## src/rtl/pwm_pkg.sv

```systemverilog
// Shared definitions for the PWM generator and the duty-ramp sequencer.
package pwm_pkg;

  localparam int PWM_DUTY_W = 6;
  localparam int PWM_PERIOD = 32;
  localparam int PWM_RATE_W = 8;

  typedef enum logic [1:0] {
    IDLE,
    UP,
    DOWN
  } ramp_state_t;

endpackage

```

## src/rtl/pwm_duty_ramp_if.sv

```systemverilog
// Command channel of the duty-ramp sequencer: target/rate/mode with valid/ready.
interface pwm_duty_ramp_if
  import pwm_pkg::*;
#(
  parameter int DUTY_W = PWM_DUTY_W,
  parameter int RATE_W = PWM_RATE_W
);

  logic [DUTY_W-1:0] cmd_target;
  logic [RATE_W-1:0] cmd_rate;
  logic              cmd_breathe;
  logic              cmd_valid;
  logic              cmd_ready;

  modport master (
    output cmd_target, cmd_rate, cmd_breathe, cmd_valid,
    input  cmd_ready
  );

  modport slave (
    input  cmd_target, cmd_rate, cmd_breathe, cmd_valid,
    output cmd_ready
  );

endinterface

```

## src/rtl/pwm_period_timer.sv

```systemverilog
// PWM period counter plus the rate prescaler that decides which period ends fire a step.
module pwm_period_timer
  import pwm_pkg::*;
#(
  parameter int PERIOD = PWM_PERIOD,
  parameter int RATE_W = PWM_RATE_W
) (
  input  logic              clk_in,
  input  logic              rst,
  input  logic [RATE_W-1:0] rate,
  input  logic              rate_clr,
  output logic              period_tick,
  output logic              step_en
);

  localparam int CNT_W = (PERIOD > 1) ? $clog2(PERIOD) : 1;
  localparam logic [CNT_W-1:0] LAST = CNT_W'(PERIOD - 1);

  logic [CNT_W-1:0]  count_reg;
  logic [RATE_W-1:0] rate_cnt_reg;

  always_ff @(posedge clk_in or posedge rst) begin
    if (rst) begin
      count_reg    <= '0;
      rate_cnt_reg <= '0;
    end else begin
      count_reg <= (count_reg == LAST) ? '0 : count_reg + 1'b1;
      // A freshly accepted command restarts the prescaler, even on a tick.
      if (rate_clr) begin
        rate_cnt_reg <= '0;
      end else if (period_tick) begin
        rate_cnt_reg <= (rate_cnt_reg == rate) ? '0 : rate_cnt_reg + 1'b1;
      end
    end
  end

  assign period_tick = (count_reg == LAST);
  assign step_en     = period_tick && (rate_cnt_reg == rate) && !rate_clr;

endmodule

```

## src/rtl/pwm_duty_ramp.sv

```systemverilog
// Steps a registered PWM duty toward a target (one-shot) or sweeps 0..target (breathe),
// changing duty only on PWM period boundaries.
module pwm_duty_ramp
  import pwm_pkg::*;
#(
  parameter int DUTY_W = PWM_DUTY_W,
  parameter int PERIOD = PWM_PERIOD,
  parameter int RATE_W = PWM_RATE_W
) (
  input  logic              clk_in,
  input  logic              rst,
  pwm_duty_ramp_if.slave    cmd,
  output logic [DUTY_W-1:0] duty_out,
  output logic              period_tick,
  output logic              busy
);

  localparam logic [DUTY_W-1:0] DUTY_MAX = DUTY_W'(PERIOD);

  ramp_state_t       state_reg, state_next;
  logic [DUTY_W-1:0] duty_reg, duty_next;
  logic [DUTY_W-1:0] tgt_reg, tgt_next;
  logic [RATE_W-1:0] rate_reg, rate_next;
  logic              breathe_reg, breathe_next;

  logic              accept;
  logic              step_en;
  logic [DUTY_W-1:0] tgt_in;
  logic [DUTY_W-1:0] duty_inc;
  logic [DUTY_W-1:0] duty_dec;

  assign cmd.cmd_ready = (state_reg == IDLE) || breathe_reg;
  assign accept        = cmd.cmd_valid && cmd.cmd_ready;
  // Anything at or above PERIOD is already 100 % duty.
  assign tgt_in        = (cmd.cmd_target > DUTY_MAX) ? DUTY_MAX : cmd.cmd_target;
  assign duty_inc      = duty_reg + 1'b1;
  assign duty_dec      = duty_reg - 1'b1;

  pwm_period_timer #(
    .PERIOD (PERIOD),
    .RATE_W (RATE_W)
  ) u_timer (
    .clk_in      (clk_in),
    .rst         (rst),
    .rate        (rate_reg),
    .rate_clr    (accept),
    .period_tick (period_tick),
    .step_en     (step_en)
  );

  always_ff @(posedge clk_in or posedge rst) begin
    if (rst) begin
      state_reg   <= IDLE;
      duty_reg    <= '0;
      tgt_reg     <= '0;
      rate_reg    <= '0;
      breathe_reg <= 1'b0;
    end else begin
      state_reg   <= state_next;
      duty_reg    <= duty_next;
      tgt_reg     <= tgt_next;
      rate_reg    <= rate_next;
      breathe_reg <= breathe_next;
    end
  end

  always_comb begin
    state_next   = state_reg;
    duty_next    = duty_reg;
    tgt_next     = tgt_reg;
    rate_next    = rate_reg;
    breathe_next = breathe_reg;

    if (accept) begin
      tgt_next     = tgt_in;
      rate_next    = cmd.cmd_rate;
      breathe_next = cmd.cmd_breathe;
      // Breathe at/below current duty heads down first; a zero peak parks at 0.
      if (cmd.cmd_breathe) begin
        if (tgt_in == '0)            state_next = IDLE;
        else if (tgt_in > duty_reg)  state_next = UP;
        else                         state_next = DOWN;
      end else begin
        if (tgt_in > duty_reg)       state_next = UP;
        else if (tgt_in < duty_reg)  state_next = DOWN;
        else                         state_next = IDLE;
      end
    end else if (step_en) begin
      case (state_reg)
        IDLE: begin
          if (breathe_reg && (tgt_reg == '0)) duty_next = '0;
        end
        UP: begin
          if (duty_reg < tgt_reg) begin
            duty_next = duty_inc;
            if (duty_inc == tgt_reg) state_next = breathe_reg ? DOWN : IDLE;
          end else begin
            state_next = breathe_reg ? DOWN : IDLE;
          end
        end
        DOWN: begin
          if (breathe_reg) begin
            if (duty_reg != '0) begin
              duty_next = duty_dec;
              if (duty_dec == '0) state_next = UP;
            end else begin
              state_next = UP;
            end
          end else if (duty_reg > tgt_reg) begin
            duty_next = duty_dec;
            if (duty_dec == tgt_reg) state_next = IDLE;
          end else begin
            state_next = IDLE;
          end
        end
        default: state_next = IDLE;
      endcase
    end
  end

  assign duty_out = duty_reg;
  assign busy     = (state_reg != IDLE);

endmodule

```

## src/flat_wrapper.sv

```systemverilog
// flat-port wrapper written by rule: the top's interface ports become plain ports
module pwm_duty_ramp_flat import pwm_pkg::*;
#(
  parameter int DUTY_W = PWM_DUTY_W,
  parameter int PERIOD = PWM_PERIOD,
  parameter int RATE_W = PWM_RATE_W
)
  (clk_in, rst, duty_out, period_tick, busy, cmd_cmd_target, cmd_cmd_rate, cmd_cmd_breathe, cmd_cmd_valid, cmd_cmd_ready);
  pwm_duty_ramp_if #(.DUTY_W(DUTY_W), .RATE_W(RATE_W)) cmd_i ();
  input  logic clk_in;
  input  logic rst;
  output logic [DUTY_W-1:0] duty_out;
  output logic period_tick;
  output logic busy;
  input wire logic [$bits(cmd_i.cmd_target)-1:0] cmd_cmd_target;
  input wire logic [$bits(cmd_i.cmd_rate)-1:0] cmd_cmd_rate;
  input wire logic [$bits(cmd_i.cmd_breathe)-1:0] cmd_cmd_breathe;
  input wire logic [$bits(cmd_i.cmd_valid)-1:0] cmd_cmd_valid;
  output wire logic [$bits(cmd_i.cmd_ready)-1:0] cmd_cmd_ready;
  assign cmd_i.cmd_target = cmd_cmd_target;
  assign cmd_i.cmd_rate = cmd_cmd_rate;
  assign cmd_i.cmd_breathe = cmd_cmd_breathe;
  assign cmd_i.cmd_valid = cmd_cmd_valid;
  assign cmd_cmd_ready = cmd_i.cmd_ready;
  pwm_duty_ramp #(.DUTY_W(DUTY_W), .PERIOD(PERIOD), .RATE_W(RATE_W)) u_core (.clk_in(clk_in), .rst(rst), .cmd(cmd_i), .duty_out(duty_out), .period_tick(period_tick), .busy(busy));
endmodule
```

## config.mk

```make
export PLATFORM = sky130hd
export DESIGN_NAME = pwm_duty_ramp_flat
export DESIGN_NICKNAME = d
export VERILOG_FILES = /design/src/rtl/pwm_pkg.sv /design/src/rtl/pwm_duty_ramp_if.sv /design/src/rtl/pwm_period_timer.sv /design/src/rtl/pwm_duty_ramp.sv /design/src/flat_wrapper.sv
export SDC_FILE = /design/constraint.sdc
export NUM_CORES = 1
export LEC_CHECK = 0
export CAP_MARGIN = 15
export CORE_MARGIN = 2
export CORE_UTILIZATION = 62
export CTS_CLUSTER_SIZE = 24
export DETAILED_ROUTE_END_ITERATION = 16
export PLACE_DENSITY_LB_ADDON = 0.3
export SYNTH_ARGS = -nofsm -noshare
export SYNTH_HDL_FRONTEND = slang
export SYNTH_SLANG_ARGS = --single-unit
```

## constraint.sdc

```tcl
create_clock -name clk_in -period 4.6 [get_ports clk_in]
set_input_delay 0.92 -clock clk_in [delete_from_list [all_inputs] [get_ports clk_in]]
set_output_delay 0.92 -clock clk_in [all_outputs]
set_load 0.01 [all_outputs]
```

**Run 1: zoomed window**

Region (20, 6) to (50, 36) um. Cells in grey, sequential cells in the stronger grey; small squares are vias.
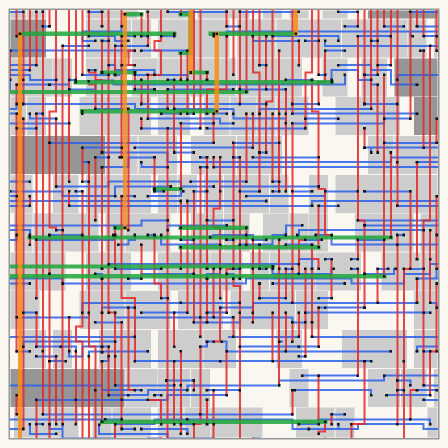
| layer | colour |
|---|---|
| met4 | orange |
| met2 | red |
| met1 | blue |
| met3 | green |
sequential cells in the window: 2
cells with their middle in the window: 89
netlist names of flops here include: `u_core.duty_out` (1), `u_core.tgt_reg` (1)
most frequent: inv_1 (9), nand2_1 (8), ha_1 (8)

**Run 1: logic cells by family**

Drawn at 8 px/um.
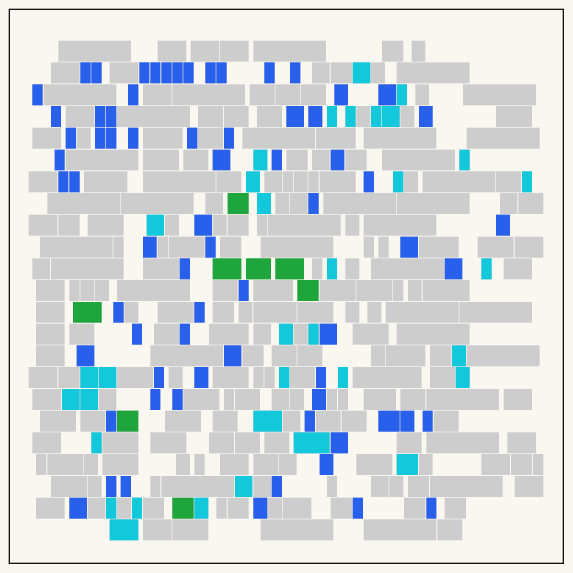
| family | colour | cells | most used |
|---|---|---|---|
| AND-OR and OR-AND gates | green | 8 | a21o_1 |
| NOR gates | cyan | 34 | nor2_1 |
| NAND gates | blue | 70 | nand2_1 |

==> summary.txt, run 1 <==
flow finished, numbers: Final setup viols 0, setup bufs post-CTS 0, chip height ~69 um, hold depth 1, Setup crit end period_tick, Setup Skew 5.19 ps, most numerous logic cells after layout nand2_1, dfrtp_1, clkdlybuf4s50_1, Final min period 2930 ps, Residual DRC 0, syn_area_per_cell 8.66 um2, RSZ-0062 raised after global routing false, mux frac, synth 1.38%, Largest logic family simple AND/OR/NAND/NOR gates, highest clock rate 341 MHz, Critical Path Sink Type output port, CP cell instances ha_1 > and3_1 > ha_1 > clkdlybuf4s50_1, cell count of the worst reg-to-reg path 7, CTS HTree Levels 2, worst-margin pin slew between 800 and 900 ps, final WL 6080 um, Rel. slew slack between 40% and 50%, Critical Path AT approximately 2000 ps, setup tns final 0 ps, final hold violations 0, total CTS buffers 5, top sig layer met4, Latency at later pin 290 ps, first-pass GRT wire length 10600 um, CTS tree done, clock slew at reported path FFs 70 ps, routing usage on met2 44.3%, routed length on met3 401 um, share of layout cells above drive strength 1 6.44%, fill count about 320, worst path required time 3680 ps, CTS sink count 36, HP Class reg -> reg, root buf cell clkbuf_8, synthesis area per yosys 2630 um2, flop-to-flop setup slack 1730 ps, Reg-to-Reg End u_core.duty_out[5], Async SR Flop Fraction 100%, Unique masters post-synth roughly 51, routed vias 2256, most numerous logic cell after layout nand2_1, Pleak 1.30 nW, vias in the first global route 2208, DRT Pass-1 Iters 4, clk buf depth 2, pwr dens ~200 nW/um2, sequential share of the synthesized area about a third, ys cells 303, CP max FO 10, post-DR wirelength/cell between 15 and 20 um, Post-synth EDFFs 0, Initial Utilization 65.2%, core area about 4000 um2, XOR-XNOR Cells, Area Fraction under 10%, post-CTS sizing 0, hold path startpoint u_core.u_timer.count_reg[0], cell area after synthesis between 2000 and 3000 um2, met1 Track Usage GR 36.5%, buffer and inverter count on the worst path 1, fraction of the mapped netlist area in adder cells a little over a tenth, largest net degree at the start of global routing 37, status complete, no violations, HPWL after DPL 4640 um, Placement Rows 23, max_cap viols 0, yosys aoi share 17.3%, post-synth net total 344, most used cell, CP ha_1, Vias/cell 6.00, grt ovf 0, Post-DP Area 2900 um2, worst setup path startpoint u_core.u_timer.count_reg[0], RR Startpoint u_core.duty_out[0], Total GRT Usage 27.0%, total number of yosys warnings 0, Die W 69.1 um, Slowest Stage Delay on Critical Path approximately 610 ps, met1 WL 2690 um
**Run 1: wiring heat map**

Drawn at 6 px/um. 14 x 14 tiles, from white (low) to dark blue (high), scaled to the fullest tile. Values are wire area over tile area, all layers added.
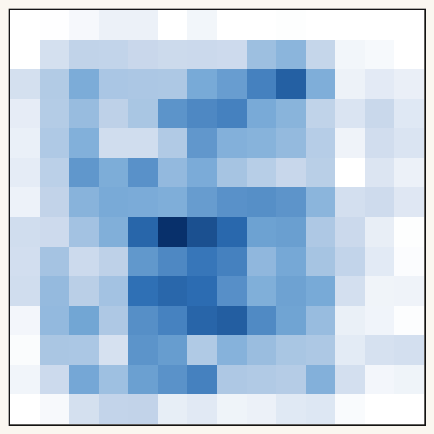
mean over tiles: 0.21
tiles over half the peak: 21%
nearly empty tiles: 9.7%
densest ninth of the die: centre
fullest tile: 0.64

run 1: power by group:
part | switching [mW] | leakage, nW | total, mW | internal, mW
Combinational | 0.0149 | 0.809 | 0.0328 | 0.0179
Clock | 0.119 | 0.0445 | 0.241 | 0.122
Sequential | 0 | 0.447 | 0.316 | 0.316
Total | 0.134 | 1.30 | 0.590 | 0.456
run 1: cells in the mapped netlist (all sizes together) (2+ instances only):
| library cell | count | area [um2] |
|---|---|---|
| nand2b | 6 | 37.5 |
| o22ai | 2 | 12.5 |
| o21ai | 21 | 105 |
| ha | 23 | 288 |
| and4 | 2 | 17.5 |
| nor2b | 8 | 50.1 |
| mux2 | 2 | 26.3 |
| a22oi | 3 | 22.5 |
| a311oi | 2 | 23.8 |
| inv | 20 | 75.1 |
| or2 | 4 | 25.0 |
| a21o | 3 | 22.5 |
| buf | 4 | 31.3 |
| a21oi | 10 | 50.1 |
| nand2 | 47 | 176 |
| clkbuf | 9 | 35.0 |
| o31ai | 6 | 45.0 |
| a211oi | 3 | 22.5 |
| nand4 | 5 | 31.3 |
| dfrtp | 36 | 901 |
| xor2 | 8 | 77.6 |
| nor2 | 15 | 56.3 |
| nand3 | 11 | 55.1 |
| o2111ai | 4 | 35.0 |
| and3 | 7 | 43.8 |
| o211ai | 3 | 27.5 |
| a221oi | 3 | 26.3 |
| xnor2 | 13 | 114 |
| nor3 | 9 | 55.1 |
run 1: area by class of cell:
class	count	area, um2	area share (%)
repair buffers	28	275	9.21
inverters	20	75.1	2.51
clock buffers	7	86.3	2.89
clock inverters	1	7.51	0.251
multi-input cells	234	1580	52.9
well taps	50	62.6	2.09
flip-flops and latches	36	901	30.1
run 1: through the flow:
stage	hold WS (ps)	setup slack, ps
final	483	1670
after global routing	501	1530
after CTS	488	1660
after detailed placement	471	1550
after global placement	450	1670
after floorplan	433	2200
==> run 2: changes to the inputs <==
--- a/config.mk
+++ b/config.mk
@@ -7,7 +7,7 @@
 export LEC_CHECK = 0
 export CAP_MARGIN = 15
 export CORE_MARGIN = 2
-export CORE_UTILIZATION = 62
+export CORE_UTILIZATION = 52
 export CTS_CLUSTER_SIZE = 24
 export DETAILED_ROUTE_END_ITERATION = 16
 export PLACE_DENSITY_LB_ADDON = 0.3
==> constraint.sdc (replaced) <==
create_clock -name clk_in -period 2.61 [get_ports clk_in]
set_input_delay 0.522 -clock clk_in [delete_from_list [all_inputs] [get_ports clk_in]]
set_output_delay 0.522 -clock clk_in [all_outputs]
set_load 0.01 [all_outputs]
**Run 2: logic cells by family**

Drawn at 8 px/um.
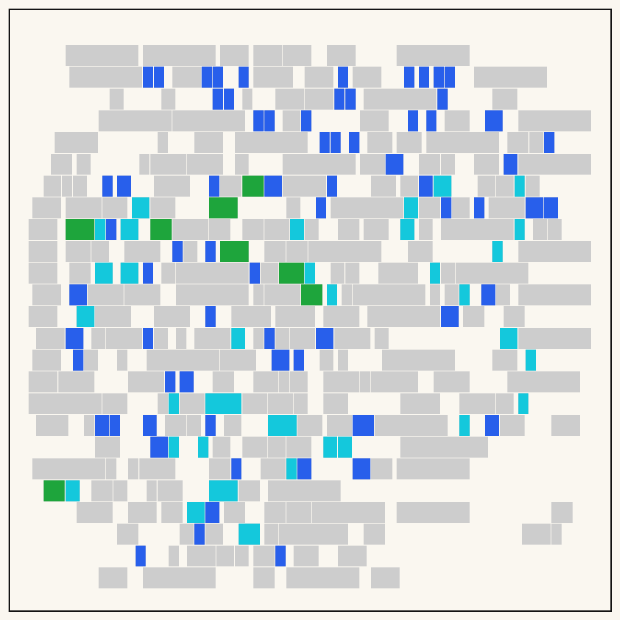
| family | colour | cells | most used |
|---|---|---|---|
| NOR gates | cyan | 34 | nor2_1 |
| AND-OR and OR-AND gates | green | 8 | a21o_1 |
| NAND gates | blue | 70 | nand2_1 |

==> run 2 against run 1 <==
  * Global-route usage down 2.9 points
  * Largest cell class unchanged
  * Routed wire length grew 0.38%
  * Cell count up 6.9%
  * Design area rose by 3.6%
  * Critical path depth rose by 1
==> summary.txt, run 2 <==
flow finished, numbers: Max-area cell share about 34%, final hold violations 0, clock slew at reported path FFs around 70 ps, buffer and inverter count on the worst path 2, Total GRT Usage 24.1%, status complete, no violations, synth cell count leaders nand2_1, dfrtp_1, ha_1, Sw Pwr 247 uW, CP max FO 9, clk buf depth 2, HP Class reg -> reg, Hold Worst Slack approximately 460 ps, hold depth 1, Clk network pwr share 44.9%, core area 4790 um2, post-DR wirelength/cell about 15 um, routed vias 2268, max_cap viols 0, Rel. slew slack 58.4%, Slowest Stage Delay on Critical Path 470 ps, final worst slack 158 ps, first-pass GRT wire length 10300 um, CTS sink count 36, Critical Path AT 1930 ps, RR Startpoint u_core.duty_out[2], post-synth net total 344, Pint 872 uW, final WL 6100 um, total number of yosys warnings 0, CTS HTree Levels 2, cell count of the worst reg-to-reg path 6, Residual DRC 0, DRT Pass-1 Iters 4, Seq pwr share 49.8%, Setup Skew 16.6 ps, Reg-to-Reg End u_core.state_reg[1], HPWL after DPL 4690 um, most numerous logic cells after layout nand2_1, dfrtp_1, clkdlybuf4s50_1, switch share 22.1%, Initial Utilization between 50% and 60%, setup bufs post-CTS 0, RSZ-0062 raised after global routing false, Latency at later pin 300 ps, most used cell, CP ha_1, Post-Place Setup Slack 19.1 ps, setup tns final 0 ps, Final min period 2450 ps, total CTS buffers 5, ranking of synthesized cells by area dfrtp_1, ha_1, nand2_1, xnor2_1, o21ai_0, chip height 75.1 um, grt ovf 0, Placement Rows 25, syn_area_per_cell 8.66 um2, highest clock rate 408 MHz, Yosys top cell by area dfrtp_1, Critical Path Sink Type output port, largest net degree at the start of global routing 37, most numerous logic cell after layout nand2_1, Async SR Flop Fraction 100%, sequential share of the synthesized area between 30% and 40%, cell area after synthesis approximately 2600 um2, pwr dens 361 nW/um2, top-count cell post-synth nand2_1, ys cells between 300 and 400
## run 2: final cells by class
| class | count | area [um2] |
|---|---|---|
| Clock inverter | 3 | 42.5 |
| Sequential cell | 36 | 901 |
| Timing Repair Buffer | 37 | 343 |
| Clock buffer | 5 | 68.8 |
| Fill cell | 419 | 1690 |
| Tap cell | 67 | 83.8 |
| Multi-Input combinational cell | 234 | 1580 |
| Inverter | 20 | 75.1 |
## run 2: cell families (layout without fill, tap and decap cells)
logic type               Yosys count  in the layout  synth area share, %
multiplexers                       3              3                 1.38
XOR/XNOR                          22             22                 8.20
AND/OR/NAND/NOR                  119            119                 22.5
buffers and inverters             33             65                 5.39
flip-flops                        36             36                 34.3
AND-OR/OR-AND                     67             67                 17.3
adder cells (fa/ha/maj)           23             23                 11.0
## run 2: routing by layer
layer	GRT usage [%]	vias up	part of all wire (%)
met4	9.13	0	2.3
met1	32.6	1085	46
met5	0	-	0
li1	-	1128	-
met2	39.9	44	49
met3	2.41	11	2.6
## run 2: how the worst max path moves through the flow
stage                     slack (ps)                   to                         from
after CTS                        150          period_tick  u_core.u_timer.count_reg[0]
after global routing              80          period_tick  u_core.u_timer.count_reg[0]
after global placement           100  u_core.state_reg[1]            cmd_cmd_target[5]
after detailed placement          20  u_core.state_reg[1]            cmd_cmd_target[5]
after floorplan                  210  u_core.state_reg[1]  u_core.u_timer.count_reg[0]
final                            160          period_tick  u_core.u_timer.count_reg[0]
## run 2: power by group through the flow
stage	combinational, mW	sequential, mW	clock, mW
floorplan	0.0228	0.568	0
global placement	0.0590	0.568	0
detailed placement	0.0605	0.568	0
CTS	0.0607	0.557	0.510
global route	0.0667	0.557	0.526
finish	0.0593	0.557	0.502
Power and IR drop assume default switching activity.
